==> config.mk <==
export PLATFORM = sky130hd
export DESIGN_NAME = wb_trace_buffer
export DESIGN_NICKNAME = d
export VERILOG_FILES = /design/src/rtl/wb_trace_buffer.sv
export SDC_FILE = /design/constraint.sdc
export NUM_CORES = 1
export LEC_CHECK = 0
export CAP_MARGIN = 20
export CORE_UTILIZATION = 60
export CTS_BUF_LIST = sky130_fd_sc_hd__clkbuf_4
export CTS_CLUSTER_SIZE = 16
export DETAILED_ROUTE_END_ITERATION = 12
export PLACE_DENSITY = 0.84
export SLEW_MARGIN = 10
export SYNTH_ARGS = -nofsm -noshare
export SYNTH_HDL_FRONTEND = slang
export SYNTH_SLANG_ARGS = --single-unit
==> constraint.sdc <==
create_clock -name clk -period 6.67 [get_ports clk]
set_clock_uncertainty 0.15 [all_clocks]
set_input_delay 1.6675 -clock clk [delete_from_list [all_inputs] [get_ports clk]]
set_output_delay 1.6675 -clock clk [all_outputs]
set_load 0.01 [all_outputs]
layer_met2.png
Drawn at 2 px/um.
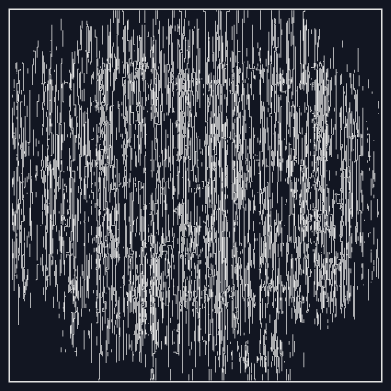
main direction	vertical
longest straight run	90.4 um
share of all routed wire	51%
nets with wire on the layer	1146
wire length on this layer	22.5 mm
number of vias after detailed routing: 11300
Total Wirelength: 44.4 mm
met2 usage: 43.7%

io_placement.png
Drawn at 2 px/um. Pins as bars across the die edge, other pins in gray.
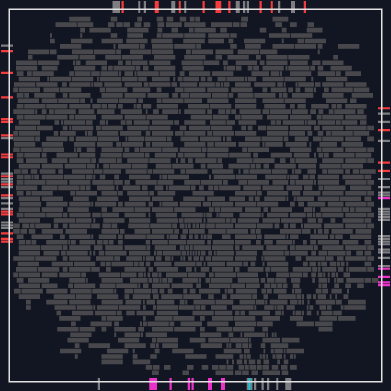
color	port	pins	direction	edge
red	wb_data	32	input	16 left, 12 top, 4 right
cyan	clear	1	input	bottom
magenta	out_stamp	16	output	11 bottom, 5 right
all pins by edge	29 right, 28 left, 28 top, 22 bottom
width of the die: 185 um
y dimension of the die: 185 um
Port Buf Inserts: 106

io_fan.png
Drawn at 1.5 px/um.
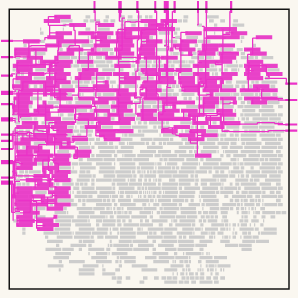
color	port	direction	edge	end cells	buffers	wire
magenta	wb_data	input	16 left, 12 top, 4 right	288	32	3280 um
I/O pin cnt: 107

==> flow.log <==
[report] implementation figures
INFO  metric slew_viol_final = 0
INFO  metric cp_cell_sequence = clkdlybuf4s50_1 > o41a_1 > nor2_1 > fa_1 > nand2b_1 > o32a_1 > a211o_2 > buf_4 > a221oi_1 > a31oi_2
INFO  metric globalRouteOverflowTotal = 0
INFO  metric status = finished clean
INFO  metric mostFrequentLayoutCells = sky130_fd_sc_hd__edfxtp_1, sky130_fd_sc_hd__clkbuf_4, sky130_fd_sc_hd__clkdlybuf4s50_1, sky130_fd_sc_hd__mux4_2, sky130_fd_sc_hd__dfrtp_1
INFO  metric cellInternalPower = 5850 uW
INFO  metric yosys_cells = 1054
INFO  metric crit_buf_inv = 2
INFO  metric fillCellCount = 2059
INFO  metric detail_route.vias_per_cell = 6.42
INFO  metric dp.cells = 1552
INFO  metric clock_power_share = 30.4%
INFO  metric setup_viol = 0
INFO  metric remaining_drc_errors = 0
INFO  metric regArea = 14700 um^2
INFO  metric fin_setup_tns = 0 ps
INFO  metric timing.slew.headroom = 33.7%
INFO  metric synth.cells.most_frequent = sky130_fd_sc_hd__edfxtp_1, sky130_fd_sc_hd__mux4_2, sky130_fd_sc_hd__dfrtp_1, sky130_fd_sc_hd__nand2_1
INFO  metric postSynth.topFlopCell = sky130_fd_sc_hd__edfxtp_1
INFO  metric ant_nets = 0
INFO  metric post-cts-setup-buffer-count = 0
INFO  metric power.static_leakage = ~0.0078 uW
INFO  metric htreeDepth = 3
INFO  metric route.met2.wl = between 20 and 25 mm
INFO  metric worst_hold_path_type = flop to flop
INFO  metric p_total = 8200 uW
INFO  metric final_cells = 1765
INFO  metric grt.met3_usage = 5.58%
INFO  metric top_cell = sky130_fd_sc_hd__edfxtp_1
## cells by family (layout without fill, tap and decap cells)
logic type               Yosys count  in the layout
buffers and inverters             79            347
AND/OR/NAND/NOR                  147            147
AND-OR/OR-AND                    183            183
flip-flops                       504            504
other                              0              1
XOR/XNOR                          25             25
multiplexers                     108            108
adder cells (fa/ha/maj)            8              8
## area by class of cell
class / instances / share of cell area, %
tap: 442 / 2.37
timing repair buffer: 129 / 5.54
multi-input combinational: 471 / 22.4
sequential: 504 / 63.0
clock inverter: 43 / 1.17
inverter: 6 / 0.0965
antenna: 1 / 0.0107
clock buffer: 169 / 5.44
No activity file was given, so power comes from the tool's default toggle rates.
